**src/rtl/mult_pkg.sv**
```systemverilog
// Shared state encoding and sizing helpers for the sequential shift-and-add multiplier.
package mult_pkg;

  typedef enum logic [1:0] {
    IDLE = 2'd0,
    CALC = 2'd1,
    DONE = 2'd2
  } state_e;

  localparam int DEFAULT_WIDTH = 8;

  // Iteration counter must be able to hold the value WIDTH.
  function automatic int cnt_width(input int width);
    return $clog2(width + 1);
  endfunction

endpackage

```
**src/rtl/fa.sv**
```systemverilog
// Single-bit full-adder cell used to build the ripple-carry partial-sum adder.
module fa (
  input  logic a,
  input  logic b,
  input  logic ci,
  output logic s,
  output logic co
);

  assign s  = a ^ b ^ ci;
  assign co = (a & b) | (ci & (a ^ b));

endmodule

```
**src/rtl/ripple_adder.sv**
```systemverilog
// WIDTH-bit ripple-carry adder with carry-out, built as a chain of fa cells.
module ripple_adder #(
  parameter int WIDTH = 8
) (
  input  logic [WIDTH-1:0] a,
  input  logic [WIDTH-1:0] b,
  input  logic             cin,
  output logic [WIDTH-1:0] sum,
  output logic             cout
);

  logic [WIDTH:0] carry;

  assign carry[0] = cin;

  for (genvar i = 0; i < WIDTH; i++) begin : g_bit
    fa u_fa (
      .a  (a[i]),
      .b  (b[i]),
      .ci (carry[i]),
      .s  (sum[i]),
      .co (carry[i+1])
    );
  end

  assign cout = carry[WIDTH];

endmodule

```
**src/rtl/seq_shift_add_mult.sv**
```systemverilog
// Iterative radix-2 shift-and-add multiplier, one partial product per clock,
// signed or unsigned per transaction, valid/ready on both sides.
//
//   state | meaning
//   IDLE  | waiting for operands, in_ready_o high
//   CALC  | one add/shift iteration per clock, WIDTH iterations total
//   DONE  | p_o holds the product, out_valid_o high until consumer accepts
module seq_shift_add_mult
  import mult_pkg::*;
#(
  parameter int WIDTH = DEFAULT_WIDTH
) (
  input  logic               clk_i,
  input  logic               rst_ni,
  input  logic               in_valid_i,
  output logic               in_ready_o,
  input  logic [WIDTH-1:0]   a_i,
  input  logic [WIDTH-1:0]   b_i,
  input  logic               signed_i,
  output logic               out_valid_o,
  input  logic               out_ready_i,
  output logic [2*WIDTH-1:0] p_o
);

  localparam int CW = cnt_width(WIDTH);
  localparam int PW = 2 * WIDTH;

  state_e state_q, state_d;

  logic [WIDTH-1:0] mcand_q;
  logic [WIDTH-1:0] mplr_q;
  logic             neg_q;
  // Bit 0 of the accumulator only ever shifts out, so it is never stored.
  logic [PW-1:1]    acc_q;
  logic [CW-1:0]    cnt_q;
  logic [PW-1:0]    p_q;

  logic             accept;
  logic             step;
  logic             last;
  logic [WIDTH-1:0] a_mag;
  logic [WIDTH-1:0] b_mag;
  logic [WIDTH-1:0] addend;
  logic [WIDTH-1:0] sum;
  logic             carry;
  logic [PW-1:0]    acc_nxt;
  logic [PW-1:0]    p_nxt;

  // Magnitude of -2^(WIDTH-1) wraps to 2^(WIDTH-1), which still fits unsigned.
  assign a_mag = (signed_i && a_i[WIDTH-1]) ? (~a_i + WIDTH'(1)) : a_i;
  assign b_mag = (signed_i && b_i[WIDTH-1]) ? (~b_i + WIDTH'(1)) : b_i;

  assign addend = mplr_q[0] ? mcand_q : '0;

  ripple_adder #(
    .WIDTH (WIDTH)
  ) u_add (
    .a    (acc_q[PW-1:WIDTH]),
    .b    (addend),
    .cin  (1'b0),
    .sum  (sum),
    .cout (carry)
  );

  assign acc_nxt = {carry, sum, acc_q[WIDTH-1:1]};
  assign p_nxt   = neg_q ? (~acc_nxt + PW'(1)) : acc_nxt;
  assign last    = (cnt_q == CW'(WIDTH - 1));

  always_ff @(posedge clk_i or negedge rst_ni) begin
    if (!rst_ni) begin
      state_q <= IDLE;
    end else begin
      state_q <= state_d;
    end
  end

  always_comb begin
    state_d     = state_q;
    in_ready_o  = 1'b0;
    out_valid_o = 1'b0;
    accept      = 1'b0;
    step        = 1'b0;
    case (state_q)
      IDLE: begin
        in_ready_o = 1'b1;
        if (in_valid_i) begin
          accept  = 1'b1;
          state_d = CALC;
        end
      end
      CALC: begin
        step = 1'b1;
        if (last) begin
          state_d = DONE;
        end
      end
      DONE: begin
        out_valid_o = 1'b1;
        if (out_ready_i) begin
          state_d = IDLE;
        end
      end
      default: begin
        state_d = IDLE;
      end
    endcase
  end

  always_ff @(posedge clk_i or negedge rst_ni) begin
    if (!rst_ni) begin
      mcand_q <= '0;
      mplr_q  <= '0;
      neg_q   <= 1'b0;
      acc_q   <= '0;
      cnt_q   <= '0;
      p_q     <= '0;
    end else if (accept) begin
      mcand_q <= a_mag;
      mplr_q  <= b_mag;
      neg_q   <= signed_i & (a_i[WIDTH-1] ^ b_i[WIDTH-1]);
      acc_q   <= '0;
      cnt_q   <= '0;
    end else if (step) begin
      acc_q  <= acc_nxt[PW-1:1];
      mplr_q <= mplr_q >> 1;
      cnt_q  <= cnt_q + CW'(1);
      if (last) begin
        p_q <= p_nxt;
      end
    end
  end

  assign p_o = p_q;

endmodule
```
**config.mk**
```make
export PLATFORM = sky130hd
export DESIGN_NAME = seq_shift_add_mult
export DESIGN_NICKNAME = d
export VERILOG_FILES = /design/src/rtl/mult_pkg.sv /design/src/rtl/fa.sv /design/src/rtl/ripple_adder.sv /design/src/rtl/seq_shift_add_mult.sv
export SDC_FILE = /design/constraint.sdc
export NUM_CORES = 1
export LEC_CHECK = 0
export ABC_AREA = 1
export CORE_MARGIN = 3
export CORE_UTILIZATION = 40
export CTS_CLUSTER_SIZE = 24
export DETAILED_ROUTE_END_ITERATION = 12
export PLACE_DENSITY = 0.75
export SKIP_CTS_REPAIR_TIMING = 1
export SYNTH_ARGS = -nofsm -noshare
export SYNTH_HDL_FRONTEND = slang
export SYNTH_HIERARCHICAL = 1
export SYNTH_SLANG_ARGS = --single-unit
```
**constraint.sdc**
```tcl
create_clock -name clk_i -period 4.07 [get_ports clk_i]
set_clock_uncertainty 0.05 [all_clocks]
set_input_delay 0.407 -clock clk_i [delete_from_list [all_inputs] [get_ports clk_i]]
set_output_delay 0.407 -clock clk_i [all_outputs]
set_load 0.02 [all_outputs]
```
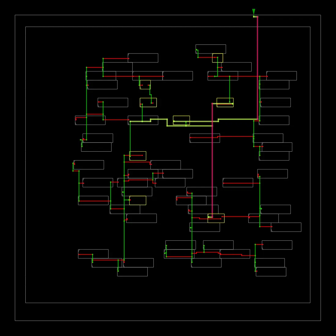
Run 1: clock routing
number of flip-flops and latches: 54
clk latency late pin: 310 ps
clkbuf count: 6

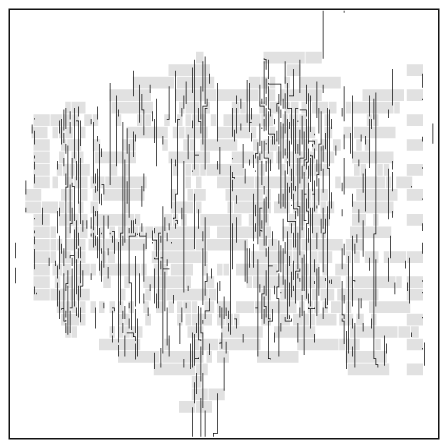
Run 1: signal wires on met2
Cells faint in the background.
344 nets have wire on it. The layer holds 45% of the routed length. The longest straight run is 36.7 µm.
Routed WL: 6060 µm
met2 Use GR: 23.8%
via count: 2523

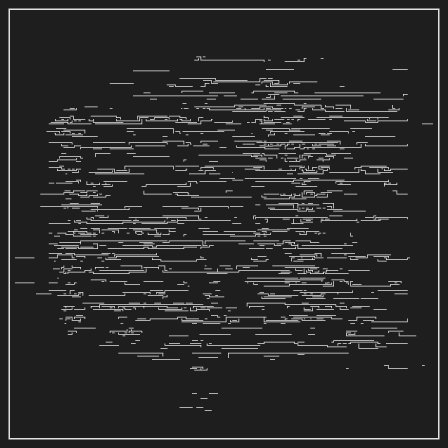
Run 1: the metal 1 layer
The wires run mostly horizontal. The layer carries 2930 µm of wire. The layer holds 48% of the routed length. The longest straight run is 26.2 µm.
met1 usage: 21.6%

==> impl_metrics.yaml, run 1 <==
# implementation run metrics
synth:
  synth_chip_area_um2: 3050
  topCellsByArea: "dfrtp_1, nand2_1, inv_1"
  avgSynthCellArea_um2: 7.95
  synthAdderAreaFrac_pct: 6.89
  ys_seq_share_pct: 44.3
  synth.comb.largest_family: "simple AND/OR/NAND/NOR gates"
  syn_area_um2: 3050
  synth_top_cell_by_count: "nand2_1"
  ys_sh_aoi_pct: 11.1
  flop_cell: "dfrtp_1"
  top_area_cell: "dfrtp_1"
  netlist_instances: 384
detailed_routing:
  dr.pass1.iters: 4
  met3_length_um: 316
  drt-met1-wl_um: 2930
  antenna_left: 0
placed_design:
  placed_area_um2: 3500
  gp_congestion: 0.864
  dp.cells: 511
pwr:
  power_leader: "combinational logic"
  clkPwrFrac_pct: 10.6
  power-per-cell-area_nw_per_um2: 824
  switching_share_pct: 45.9
  p_seq_mw: 0.952
  p_total_mw: 2.99
final_layout:
  nNetsFinal: 454
  comb_share_pct: 40.1
  logic_gates: 267
  seq_share_pct: 37.3
  layout_top_cell: "nand2_1"
  clock_area_share_pct: 2.76
  buf_share_pct: 11.2
  num_antenna_cells: 0
  final_util_pct: 49.5
  synthToLayoutAreaGrowth_pct: 18.8
  fillers: 712
floorplanning:
  boundaryPins: 39
  tap_cells: 99
  coreArea_um2: 7330
critical_path:
  endpoint: "p_o[15]"
  max_stage_delay_ps: 530
  rr_worst_depth: 17
  path_cells: "nand2_1 -> inv_2 -> fa_2 -> fa_2 -> fa_2 -> fa_2 -> fa_2 -> fa_2 -> fa_2 -> fa_1 -> inv_2 -> nand3_2 -> nand2_2 -> nand4_1 -> nand2_1 -> nand3_1 -> nand2_1"
  path_max_fanout: 2
  cp.depth: 17
  critPathKind: "reg2reg"
grt:
  antenna_found_initial: 0
  use_met3_pct: 1.61
  grt-busiest-layer: "met2"
  grtUsageTotal_pct: 15.1
run_status:
  status: "finished, violations left"
  failed_checks: "negative setup slack"
timing:
  period_minus_slack_ps: 4130
  hold_ws_ps: 154
  drv_slew: 0
  worst_slack_ps: -63.1
  relSlewSlack_pct: 56.6
  fin_crit_sh_pct: 102
  rsz0062_at_grt: "true"
  setup_violations: 1
  timing.setup.tns_ps: -63.1
clocking:
  cts_made_buffers: 5
  htree_levels: 2
  cts_tree: "yes"
## Run 2: what changed since run 1
SLEW_MARGIN = 0   (was unset)
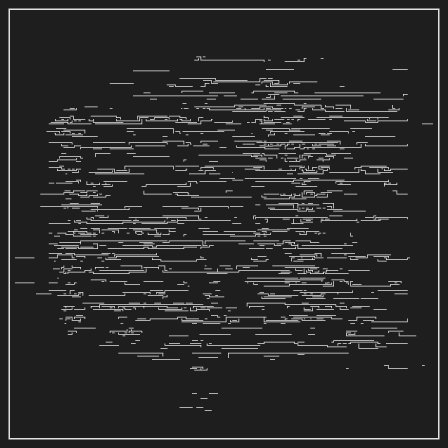
Run 2: the metal 1 layer
The wires run mostly horizontal. The layer carries 2930 µm of wire. The layer holds 48% of the routed length.

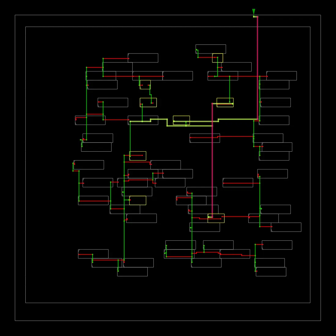
Run 2: clock routing
clock sinks: 54
clock-net power: 0.316 mW

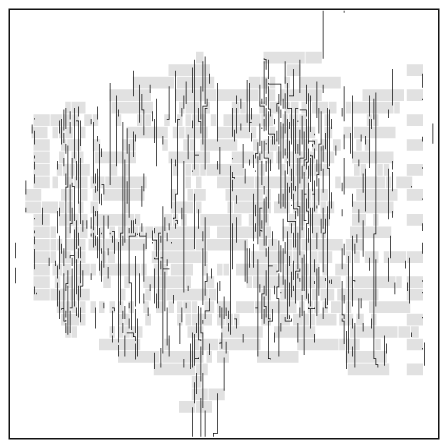
Run 2: signal wires on met2
Cells faint in the background.
The longest straight run is 36.7 µm. 344 nets have wire on it. The layer holds 45% of the routed length.

==> run 2 against run 1 <==
The run still ends with negative setup slack left; non-clock buffer count did not move; final area stayed put; via count unchanged; utilization stayed put; clock-buffer cell count unchanged; maximum frequency unchanged; routed wire length unchanged; sequential share of layout area unchanged; worst setup slack is the same; largest cell class unchanged; highest routed layer unchanged.
==> impl_metrics.yaml, run 2 <==
# implementation run metrics
pwr:
  clkPwrFrac_pct: 10.6
  p_total_mw: 2.99
  p_sw_mw: 1.37
  switching_share_pct: 45.9
  p_seq_mw: 0.952
  power_leader: "combinational logic"
  power-per-cell-area_nw_per_um2: 824
critical_path:
  max_stage_delay_ps: 530
  critPathKind: "reg2reg"
  rr_worst_depth: 17
  endpoint: "p_o[15]"
  path_max_fanout: 2
  timing.rr.end: "p_o[15]"
  path_cells: "nand2_1 -> inv_2 -> fa_2 -> fa_2 -> fa_2 -> fa_2 -> fa_2 -> fa_2 -> fa_2 -> fa_1 -> inv_2 -> nand3_2 -> nand2_2 -> nand4_1 -> nand2_1 -> nand3_1 -> nand2_1"
  cp.depth: 17
synth:
  fp_nets: 417
  async_flop_share_pct: 100
  ys_sh_aoi_pct: 11.1
  ys_seq_share_pct: 44.3
  synth_chip_area_um2: 3050
  synth-edff-count: 0
  netlist_instances: 384
  synthAdderAreaFrac_pct: 6.89
  avgSynthCellArea_um2: 7.95
  topCellsByArea: "dfrtp_1, nand2_1, inv_1"
  top_area_cell: "dfrtp_1"
  synth_top_cell_by_count: "nand2_1"
  syn_area_um2: 3050
  flop_cell: "dfrtp_1"
final_layout:
  n_all_inverters: 51
  seq_share_pct: 37.3
  mostFrequentLayoutCells: "nand2_1, dfrtp_1, inv_1"
  largest_reg_flops: 16
  fillers: 712
  comb_share_pct: 40.1
  nClkBuffers: 6
  buf_share_pct: 11.2
  final_util_pct: 49.5
  synthToLayoutAreaGrowth_pct: 18.8
  flops: 54
  stdcell_area_um2: 3630
  nNetsFinal: 454
  logic_gates: 267
  layout_top_cell: "nand2_1"
  clock_area_share_pct: 2.76
  num_antenna_cells: 0
  instances_no_fill: 521
job:
  warnings: 27
clocking:
  cts_made_buffers: 5
  cts_tree: "yes"
  htree_levels: 2
  clock_latency_ps: 310
detailed_routing:
  wl_met2_um: 2730
  vias: 2523
  wl_per_cell_um: 11.6
  drt-met1-wl_um: 2930
  dr.pass1.iters: 4
  routed_wl_um: 6060
  antenna_left: 0
  met3_length_um: 316
timing:
  hold_ws_ps: 154
  worst_slack_ps: -63.1
  rsz0062_at_grt: "true"
  timing.setup.tns_ps: -63.1
  relSlewSlack_pct: 56.6
  fmax_ghz: 0.242
  drv_slew: 0
  setup_violations: 1
grt:
  grt_use_met1_pct: 21.6
  use_met3_pct: 1.61
  met2_usage_pct: 23.8
  antenna_found_initial: 0
  grt-busiest-layer: "met2"
  grtUsageTotal_pct: 15.1
floorplanning:
  tap_cells: 99
  coreArea_um2: 7330
  boundaryPins: 39
placed_design:
  dp.cells: 511
  gp_congestion: 0.864
  placed_area_um2: 3500
run_status:
  failed_checks: "negative setup slack"
  status: "finished, violations left"
## Run 3: what changed since run 2
CELL_PAD_IN_SITES_DETAIL_PLACEMENT = 0   (was unset)
CELL_PAD_IN_SITES_GLOBAL_PLACEMENT = 1   (was unset)
CORE_UTILIZATION = 37   (was 40)
PLACE_DENSITY = 0.88   (was 0.75)
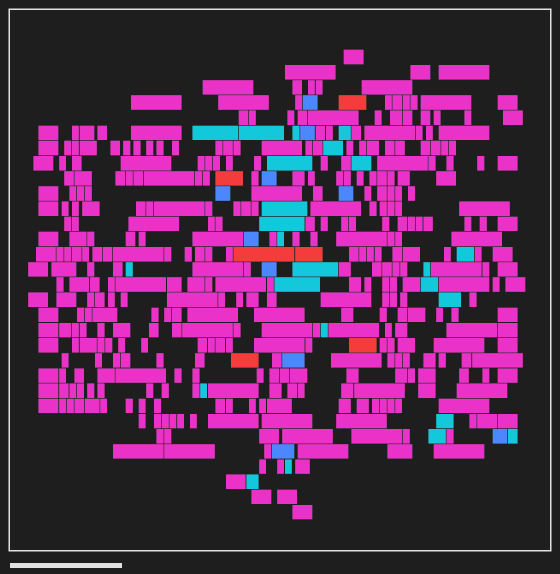
Run 3: drive-strength map
Scale bar: 20 µm.
Key: cyan = _2 cells [cells 24]; blue = _3 and _4 cells [cells 10, most used buf_4]; red = _6 and larger [cells 6, most used clkbuf_8]; magenta = _0 and _1 cells [cells 384, most used nand2_1]
setup ws final: -53.6 ps
Signal buffers: 44
P&R area growth vs syn: 20.0%

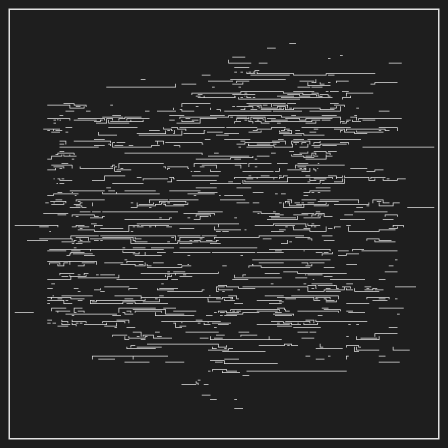
Run 3: the metal 1 layer
The layer carries 3120 µm of wire. The layer holds 48% of the routed length. 400 nets have wire on it. The wires run mostly horizontal. The longest straight run is 25.8 µm.
via count: 2564
Routed WL: 6500 µm
met1 usage: 20.2%

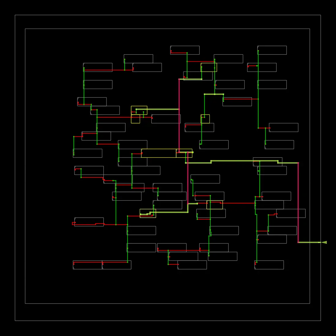
Run 3: clock routing
clock-net power: 0.366 mW
total CTS buffers: 5
clkbuf count: 5

==> run 3 against run 2 <==
Utilization is 2.8 points lower; sequential share of layout area is 0.38 points lower; final cell count is 0.96% higher; synthesized cell count stayed put; worst hold slack better by 4.1 ps; worst setup slack better by 9.6 ps; sequential power hardly changed; register-to-register slack hardly changed; synthesized area stayed put; final area is 1.0% higher; the run still ends with negative setup slack left.
==> impl_metrics.yaml, run 3 <==
# implementation run metrics
detailed_routing:
  antenna_left: 0
  met3_length_um: 382
  drt-met1-wl_um: 3120
  dr.pass1.iters: 5
  drc: 0
  vias_per_cell: 4.87
  dr.max_layer_used: "met4"
  drt_first_iter_violations: 160
  wl_met2_um: 2920
  wl_per_cell_um: 12.4
run_status:
  status: "finished, violations left"
  failed_checks: "negative setup slack"
final_layout:
  fillers: 800
  regArea_um2: 1350
  instances_no_fill: 526
  layout_top_cell: "nand2_1"
  clock_area_share_pct: 3.11
  buf_share_pct: 11.5
  mostFrequentLayoutCells: "nand2_1, dfrtp_1, inv_1"
  flops: 54
  logic_gates: 267
  stdcell_area_um2: 3660
  seq_share_pct: 36.9
  comb_area_um2: 1460
  comb_share_pct: 39.8
  final_layout_size_suffix_gt1_share_pct: 9.43
  n_all_inverters: 51
  largest_reg_flops: 16
  nNetsFinal: 456
  final_util_pct: 46.7
  num_antenna_cells: 0
  dominant_cells: "multi-input combinational cells"
synth:
  avgSynthCellArea_um2: 7.95
  fp_nets: 417
  mux_share_pct: 0
  topCellsByArea: "dfrtp_1, nand2_1, inv_1"
  synth-edff-count: 0
  syn_area_um2: 3050
  flop_cell: "dfrtp_1"
  synth_top_cell_by_count: "nand2_1"
  ys_sh_simple_pct: 24.6
  ys_seq_share_pct: 44.3
  top_cells_by_count: "nand2_1, dfrtp_1, inv_1"
  synthAdderAreaFrac_pct: 6.89
  async_flop_share_pct: 100
  yosys.area.top_type_share_pct: 44.3
  netlist_instances: 384
  xor_area_share_pct: 4.02
  synth.comb.largest_family: "simple AND/OR/NAND/NOR gates"
  yosysWarnings: 6
  synth_cell_types: 32
  top_area_cell: "dfrtp_1"
  synth_chip_area_um2: 3050
  yosysCellCount: 384
  ys_sh_aoi_pct: 11.1
  ys_ff: 54
pwr:
  p_seq_mw: 0.953
  p_int_mw: 1.68
  p_seq_share_pct: 30.9
  clkPwrFrac_pct: 11.8
  p_comb_mw: 1.77
  p_total_mw: 3.09
  switching_share_pct: 45.7
  combPwrFrac_pct: 57.3
  ir_drop_uv: 252
  leakagePower_nw: 1.80
  power-per-cell-area_nw_per_um2: 842
  p_sw_mw: 1.41
  power_leader: "combinational logic"
floorplanning:
  fp_util_pct: 38.9
  rows: 32
  boundaryPins: 39
  die_w_um: 96.8
  coreArea_um2: 7850
  die_area_um2: 9380
  tap_cells: 102
  die_y_um: 96.8
grt:
  grtUsageTotal_pct: 14.2
  grt_pass1_wl_um: 11200
  grt_pass1_vias: 2397
  antenna_found_initial: 0
  grt_max_degree: 55
  grt-busiest-layer: "met2"
  use_met3_pct: 2.74
  grt.overflow.total: 0
  met2_usage_pct: 22.3
critical_path:
  rr_startpoint: "mplr_q[0]"
  critPathKind: "reg2reg"
  cp-end-kind: "flop"
  cp.depth: 17
  startpoint: "mplr_q[0]"
  path_max_fanout: 3
  crit_top_cell: "fa_2"
  rr_worst_depth: 17
  cp.required_ps: 4230
  path_cells: "nand2_1 -> inv_2 -> fa_2 -> fa_2 -> fa_2 -> fa_2 -> fa_2 -> fa_2 -> fa_2 -> fa_1 -> inv_2 -> nand3_2 -> nand2_2 -> nand4_1 -> nand2_1 -> nand3_2 -> nand2_1"
  critical_path.top_delay_family: "adder cells"
  cpMaxStageDelayCell: "fa_1"
  max_stage_delay_ps: 530
  crit_arrival_ps: 4280
  r2r_setup_slack_ps: -50
  timing.rr.end: "p_o[15]"
  endpoint: "p_o[15]"
  path_buffers: 2
  crit_path_start_kind: "flop"
timing:
  period_minus_slack_ps: 4120
  worst_pin_slew_ps: 670
  worst_slack_ps: -53.6
  fin_crit_sh_pct: 101
  hold_viol: 0
  rsz0062_at_grt: "true"
  timing.setup.tns_ps: -53.6
  drv_slew: 0
  fmax_ghz: 0.243
  setup_violations: 1
  hold_ws_ps: 158
  relSlewSlack_pct: 55.3
placed_design:
  pre_cts_ws_ps: -16.3
  placed_area_um2: 3510
  dp.cells: 514
  hpwlAfterDp_um: 4640
  portBuffers: 38
  gp_congestion: 0.842
job:
  warnings: 27
  drv_cap: 0
clocking:
  clock_latency_ps: 310
  clkSinkCount: 54
  htree_levels: 2
  path_clk_slew_ps: 100
  cts_root_buffer: "clkbuf_8"
  cts_tree: "yes"
  max-clock-path-buffers: 2
hold_path:
  hold_path.class: "in2async"
No activity file was given, so power comes from the tool's default toggle rates.
